### config.mk
export PLATFORM = sky130hd
export DESIGN_NAME = alu_operand_router
export DESIGN_NICKNAME = d
export VERILOG_FILES = /design/src/rtl/tau_route_pkg.sv /design/src/rtl/operand_pick.sv /design/src/rtl/alu_operand_router.sv
export SDC_FILE = /design/constraint.sdc
export NUM_CORES = 1
export LEC_CHECK = 0
export ABC_AREA = 1
export CORE_MARGIN = 1.5
export CORE_UTILIZATION = 35
export CTS_CLUSTER_SIZE = 40
export DETAILED_ROUTE_END_ITERATION = 10
export DONT_BUFFER_PORTS = 1
export PLACE_DENSITY = 0.57
export SYNTH_ARGS = -nofsm -noshare
export SYNTH_HDL_FRONTEND = slang
export SYNTH_SLANG_ARGS = --single-unit
### constraint.sdc
create_clock -name clk -period 1.35 [get_ports clk]
set_input_delay 0.3375 -clock clk [delete_from_list [all_inputs] [get_ports clk]]
set_output_delay 0.3375 -clock clk [all_outputs]
set_load 0.1 [all_outputs]
### src/rtl/tau_route_pkg.sv
// Shared definitions for the ALU operand router: special side-B select codes
// and a one-hot decoder used by the operand pickers and the writeback steer.
package tau_route_pkg;

  // Side-B codes above the register range: NUM_REGS + SEL_B_IMM_OFS selects imm.
  localparam int SEL_B_IMM_OFS = 0;

  // Widest one-hot vector the decoder can produce; callers size-cast the result.
  localparam int ONEHOT_MAX_W = 64;

  // One-hot decode of idx into n valid positions; an index >= n gives all zeros.
  function automatic logic [ONEHOT_MAX_W-1:0] onehot_dec(input int idx, input int n);
    logic [ONEHOT_MAX_W-1:0] vec;
    vec = '0;
    for (int k = 0; k < ONEHOT_MAX_W; k++) begin
      vec[k] = (k < n) && (k == idx);
    end
    return vec;
  endfunction

endpackage

### src/rtl/operand_pick.sv
// Combinational select-plus-forward for one ALU operand side. Codes below
// NUM_REGS pick a register (replaced by the in-flight write when it targets
// that register), code NUM_REGS picks imm, anything else yields zero.
module operand_pick
  import tau_route_pkg::*;
#(
  parameter int WORD_SIZE = 8,
  parameter int NUM_REGS  = 8,
  parameter int SEL_W     = 4
) (
  input  logic [NUM_REGS*WORD_SIZE-1:0] reg_file_in,
  input  logic [SEL_W-1:0]              sel,
  input  logic [WORD_SIZE-1:0]          imm,
  input  logic [NUM_REGS-1:0]           fwd_en,
  input  logic [WORD_SIZE-1:0]          fwd_data,
  output logic [WORD_SIZE-1:0]          operand
);

  logic [NUM_REGS-1:0]  hit_s;
  logic [WORD_SIZE-1:0] reg_val_s;

  // Register path: one-hot hit mask, each entry swapped for fwd_data if being written.
  always_comb begin
    hit_s     = NUM_REGS'(onehot_dec(int'(sel), NUM_REGS));
    reg_val_s = '0;
    for (int k = 0; k < NUM_REGS; k++) begin
      reg_val_s = reg_val_s |
                  ({WORD_SIZE{hit_s[k]}} &
                   (fwd_en[k] ? fwd_data : reg_file_in[k*WORD_SIZE +: WORD_SIZE]));
    end
  end

  // Final operand mux across register, immediate and zero codes.
  always_comb begin
    operand = '0;
    if (int'(sel) < NUM_REGS) begin
      operand = reg_val_s;
    end else if (int'(sel) == NUM_REGS + SEL_B_IMM_OFS) begin
      operand = imm;
    end else begin
      operand = '0;
    end
  end

endmodule

### src/rtl/alu_operand_router.sv
// Operand-select and writeback-steer stage between register file and ALU.
// Operands leave through a valid/ready output register; ALU results return
// as a registered one-hot write that is also forwarded to the pickers.
module alu_operand_router
  import tau_route_pkg::*;
#(
  parameter  int WORD_SIZE = 8,
  parameter  int NUM_REGS  = 8,
  localparam int SEL_A_W   = $clog2(NUM_REGS),
  localparam int SEL_B_W   = $clog2(NUM_REGS + 2)
) (
  input  logic                          clk,
  input  logic                          rst,
  input  logic [NUM_REGS*WORD_SIZE-1:0] reg_file_in,
  input  logic [WORD_SIZE-1:0]          imm,
  input  logic                          op_valid,
  output logic                          op_ready,
  input  logic [SEL_A_W-1:0]            sel_a,
  input  logic [SEL_B_W-1:0]            sel_b,
  output logic [WORD_SIZE-1:0]          operand_a,
  output logic [WORD_SIZE-1:0]          operand_b,
  output logic                          opnd_valid,
  input  logic                          opnd_ready,
  input  logic                          wb_valid,
  input  logic [SEL_A_W-1:0]            wb_dest,
  input  logic [WORD_SIZE-1:0]          wb_data,
  output logic [NUM_REGS-1:0]           wr_en,
  output logic [WORD_SIZE-1:0]          wr_data,
  output logic                          bad_sel
);

  logic                 accept_s;
  logic                 sel_b_bad_s;
  logic [WORD_SIZE-1:0] pick_a_s;
  logic [WORD_SIZE-1:0] pick_b_s;

  // Ready whenever the output slot is empty or drains this cycle; never in reset.
  assign op_ready    = !rst && (!opnd_valid || opnd_ready);
  assign accept_s    = op_valid && op_ready;
  assign sel_b_bad_s = int'(sel_b) > NUM_REGS;

  // Side A has no immediate: its imm input is tied to zero.
  operand_pick #(
    .WORD_SIZE (WORD_SIZE),
    .NUM_REGS  (NUM_REGS),
    .SEL_W     (SEL_A_W)
  ) u_pick_a (
    .reg_file_in (reg_file_in),
    .sel         (sel_a),
    .imm         ({WORD_SIZE{1'b0}}),
    .fwd_en      (wr_en),
    .fwd_data    (wr_data),
    .operand     (pick_a_s)
  );

  operand_pick #(
    .WORD_SIZE (WORD_SIZE),
    .NUM_REGS  (NUM_REGS),
    .SEL_W     (SEL_B_W)
  ) u_pick_b (
    .reg_file_in (reg_file_in),
    .sel         (sel_b),
    .imm         (imm),
    .fwd_en      (wr_en),
    .fwd_data    (wr_data),
    .operand     (pick_b_s)
  );

  // Operand output register: load on accept, drain when consumed, hold while stalled.
  always_ff @(posedge clk) begin
    if (rst) begin
      operand_a  <= '0;
      operand_b  <= '0;
      opnd_valid <= 1'b0;
    end else if (accept_s) begin
      operand_a  <= pick_a_s;
      operand_b  <= pick_b_s;
      opnd_valid <= 1'b1;
    end else if (opnd_ready) begin
      opnd_valid <= 1'b0;
    end
  end

  // Writeback steer: one-cycle one-hot write enable plus data, dropped in reset.
  always_ff @(posedge clk) begin
    if (rst) begin
      wr_en   <= '0;
      wr_data <= '0;
    end else begin
      if (wb_valid) begin
        wr_en <= NUM_REGS'(onehot_dec(int'(wb_dest), NUM_REGS));
      end else begin
        wr_en <= '0;
      end
      wr_data <= wb_data;
    end
  end

  // Sticky flag for accepted requests whose side-B code is past the immediate.
  always_ff @(posedge clk) begin
    if (rst) begin
      bad_sel <= 1'b0;
    end else if (accept_s && sel_b_bad_s) begin
      bad_sel <= 1'b1;
    end
  end

endmodule
Figure 1. Routed metal, one color a layer.
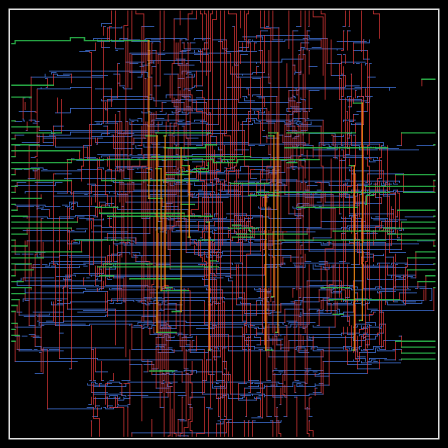
legend:
  M2:
    color: red
    wire_length: 5630 µm
  M4:
    color: orange
    wire_length: 436 µm
  M3:
    color: green
    wire_length: 873 µm
  M1:
    color: blue
    wire_length: 5090 µm
Via Count: 3848
wire length reported by the detailed router: 12000 µm
combined global-route utilization of all metal layers: 25.4%
average detailed-routed wire length per instance: 15.4 µm

Figure 2. PDN straps and rails.
Bar = 20 µm. Pins as bars on the die edge.
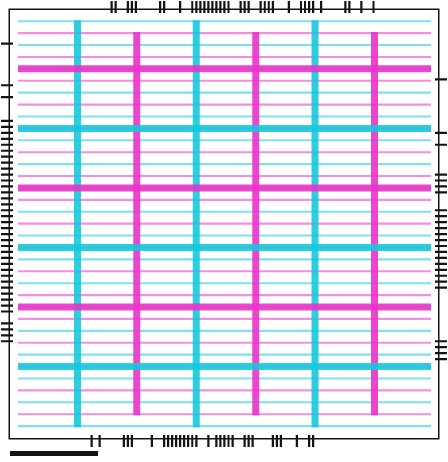
legend:
  VSS:
    color: cyan
  VDD:
    color: magenta
met5 straps: 6
rows: 34
met4 straps: 6
signal pins: 130
met1 rails: 35
overall die height: 97.8 µm
die span in x: 97.8 µm
Peak supply drop: 453 µV

Figure 3. Clock distribution.
Bar = 20 µm.
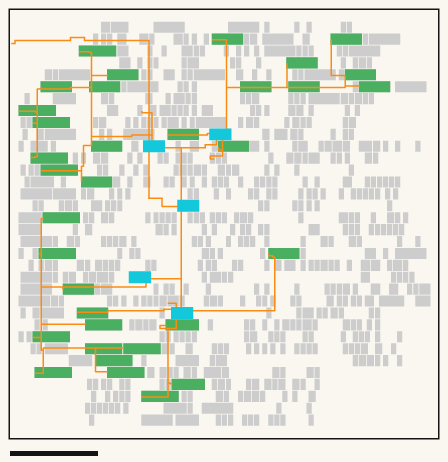
legend:
  clock-net drivers:
    color: cyan
    count: 5
  clock wires:
    color: orange
    length: 562 µm
  flip-flops:
    color: green
    count: 34
routed clock nets: 6
later-pin clock latency in the skew report: 0.29 ns
Clock Skew: 0.00380 ns
power share of the clock group: 22.8%
power of the clock network: 0.761 mW

Figure 4. Placed cells, one color a class.
Bar = 20 µm.
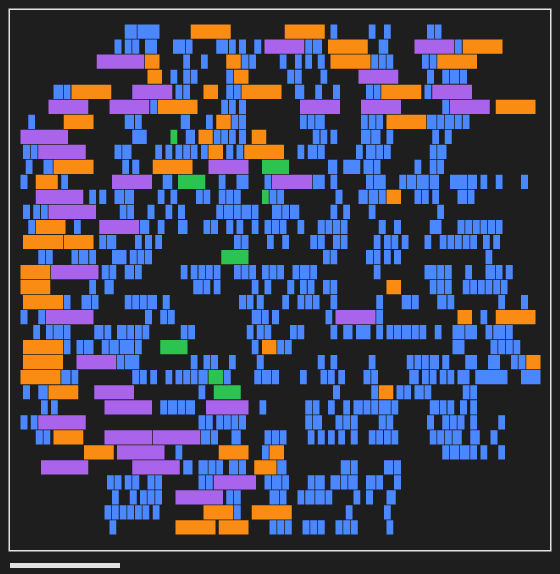
legend:
  remaining logic cells:
    color: blue
    cells: 581
    share_of_their_area: 60%
  remaining buffers and delay cells:
    color: orange
    cells: 52
    share_of_their_area: 19%
  registers:
    color: purple
    cells: 34
    share_of_their_area: 19%
  clock drivers and dummy loads:
    color: green
    cells: 8
    share_of_their_area: 2.1%

==> notes.md <==
Here are the numbers from the latest Yosys + OpenROAD run.

The number of buffer and inverter instances along the worst setup path is 2. The final critical-path setup slack came out at -0.0167 ns. The count of warnings emitted by yosys came out at 0. The end point of the critical path is op_ready. The worst path in the final design needs a cycle of 1.37 ns, including I/O delays and setup. The chip area in the Yosys report is around 3100 µm².

STA reports the tightest min-delay check as being of type input pin to flop. The cell count in the Yosys report came out at 637. The count of cells along the worst register-to-register path came out at 5. The transition time of the tightest slew-check pin is ~0.58 ns. The routability congestion estimate came out at 0.948. The type of origin of the critical path is a flop.

Looking at area per cell type in the netlist, the leader is sky130_fd_sc_hd__nand2_1. The endpoint arrival time on the critical path is 1.03 ns. Before antenna repair, the detailed router went through 5 iterations.

Per the timing report, the most critical flop-to-flop path originates at wr_en[5]. Listed in order, past its start point the critical path passes inv_2 > nor2_2 > nor2_4 > buf_12. The worst register-to-register path has a setup slack of 0.08 ns. The initial antenna violation count is 0. The H-tree depth reported by CTS is 2. The first global-routing pass estimated 19000 µm of wire. Setup repair after global routing could not meet its margin everywhere. The cell count after synthesis came out at 637. The maximum cell stage delay along the critical path came out at 0.35 ns. The final-report max-slew violation count is 0. In this run the clock root is driven by a sky130_fd_sc_hd__clkbuf_8. The final layout contains 769 nets. After synthesis the cells add up to 3140 µm².

The post-place setup slack is -0.159 ns. The launch point of the critical path was reported as opnd_valid. The iteration-0 DRC count of the detailed router is 217.

The power per standard cell area came out at 809 nW/µm². The row count is 34. The number of endpoints with negative hold slack in the final report is 0. The share of Yosys cell area claimed by the top area cell type came out at 34.8%.

The share of final-layout standard cells stronger than drive strength 1 is between 10 and 15%. The cell area after layout is 4120 µm². The clock buffer count from CTS came out at 5. The share of the yosys chip area belonging to registers came out at 21.7%. The leakage dissipation is between 2 and 2.5 nW.

Recorded from the global router log, the overflow total was 0. The run finished, with violations left. For reference, the clock transition at the flip-flops on the worst setup and hold paths is 0.07 ns. The flow measured a signed area growth from synthesis to layout of 31.0%.

The core box area came out at a little under 9000 µm². The highest-delay cell along the critical path is sky130_fd_sc_hd__dfxtp_4. The gate family responsible for the most delay along the worst path is flip-flops. The average via count per standard cell came out at 4.91.

The detailed-placement wirelength estimate came out at 9540 µm. The register bit count reported by yosys came out at 34. Entering global routing, the biggest net connects 33 pins. In the finished design, the share of the clock period the worst path needs comes to 101%. The data required time at the worst endpoint is 1.01 ns.

The top fanout value on the critical path is 2. Post-CTS timing repair inserted 0 buffers for setup. After synthesis, the cell types taking the most area are sky130_fd_sc_hd__nand2_1 35%, sky130_fd_sc_hd__dfxtp_1 22%, sky130_fd_sc_hd__inv_1 13%, sky130_fd_sc_hd__o21ai_0 10%, sky130_fd_sc_hd__nor2_1 9.2%. The final cell count without fillers is 783.

The post-synth net total came out at 732. The synthesized area per cell came out at between 4 and 5 µm². In this run the tool buffered the top-level ports with 0 buffer cells. The number of failing setup endpoints in the final timing report came out at 1. The type of the worst setup path is flop to primary output.

The maximum operating frequency came out at 0.732 GHz. The post-placement cell area is 3840 µm². Max-cap violations in this run came to 0.

The floorplan core density came out at between 30 and 40%. The worst setup path is captured at a primary output. The count of antenna diodes in the layout came out at 0. The number of cells in the design after placement came out at 775. The top-level port count is 130. After detailed routing, the number of remaining DRC violations is 0. The checks that failed: setup timing. The via count of the first global-routing pass came to between 3000 and 4000.

The chip occupies 9560 µm². The total number of warnings across the stage logs is 29. The path length in cells of the critical path came out at 4.

In the layout the commonest cells are 290 x sky130_fd_sc_hd__nand2_1, 104 x sky130_fd_sc_hd__inv_1, 70 x sky130_fd_sc_hd__nor2_1, 61 x sky130_fd_sc_hd__o21ai_0, 23 x sky130_fd_sc_hd__buf_12. Per the cell usage report, the commonest logic cell in the layout is sky130_fd_sc_hd__nand2_1.
Yosys cell counts:
cell type / number
sky130_fd_sc_hd__a21boi_1: 5
sky130_fd_sc_hd__a21oi_1: 4
sky130_fd_sc_hd__and2_1: 3
sky130_fd_sc_hd__buf_2: 15
sky130_fd_sc_hd__buf_4: 1
sky130_fd_sc_hd__clkbuf_1: 6
sky130_fd_sc_hd__dfxtp_1: 34
sky130_fd_sc_hd__inv_1: 105
sky130_fd_sc_hd__inv_2: 1
sky130_fd_sc_hd__nand2_1: 291
sky130_fd_sc_hd__nand3_1: 21
sky130_fd_sc_hd__nand4_1: 2
sky130_fd_sc_hd__nor2_1: 77
sky130_fd_sc_hd__nor2_2: 6
sky130_fd_sc_hd__nor3_2: 1
sky130_fd_sc_hd__nor3_4: 1
sky130_fd_sc_hd__o21ai_0: 64
routing by layer:
| metal | part of all wire [%] | vias to the layer above | GRT usage [%] | wire length [µm] |
|---|---|---|---|---|
| li1 | - | 1966 | - | - |
| met1 | 42 | 1691 | 32.4 | 5090 |
| met2 | 47 | 165 | 42.0 | 5630 |
| met3 | 7.3 | 26 | 4.44 | 873 |
| met4 | 3.6 | 0 | 11.3 | 435 |
| met5 | 0 | - | 0 | 0 |
where the power goes:
part	total (mW)	internal, mW	switching [mW]
Clock	0.761	0.365	0.395
Combinational	1.38	0.449	0.931
Sequential	1.19	1.06	0.126
worst min-delay path by stage:
stage | start | endpoint | slack [ns] | depth (start not counted)
finish | rst | wr_data[3] | 0.1 | 1
global placement | rst | wr_data[3] | 0.40 | 1
CTS | rst | wr_data[4] | 0.09 | 1
floorplan | wb_data[0] | wr_data[0] | 0.44 | 2
detailed placement | rst | wr_data[4] | 0.41 | 1
global route | rst | wr_data[4] | 0.09 | 1
flip-flops by register name, summed over array words and instances, names as in the netlist:
signal,cells
bad_sel,1
opnd_valid,1
wr_data,8
operand_a,8
wr_en,8
operand_b,8
stage by stage:
stage	utilization, %	hold WS, ns	total power [mW]	TNS [ns]
5_1_grt	47.2	0.0880	3.50	-0.0612
3_5_place_dp	44.0	0.406	2.56	-1.19
3_3_place_gp	44.0	0.404	2.55	-0.612
2_1_floorplan	-	0.437	2.12	-6.08
6_report	47.2	0.0988	3.33	-0.0167
4_1_cts	46.4	0.0916	3.34	-0.0264
logic make-up after synthesis:
| kind of cell | Yosys count | synth area share, % |
|---|---|---|
| compound gates | 73 | 12.0 |
| flops | 34 | 21.7 |
| simple gates | 402 | 50.3 |
| buf+inv | 128 | 16.0 |
cell type report:
type	count	area, µm²
clock inverter	1	7.51
clock buffer	7	76.3
timing repair buffer	52	768
multi-input combinational	475	1990
tap	108	135
inverter	106	398
sequential	34	739
fill	965	4600
timing repair:
item | in CTS | in global routing
setup endpoints to repair | 17 | 20
gates resized | 37 | 23
hold buffers | 0 | 0
pin swaps | 1 | 0
Power and IR drop assume default switching activity.
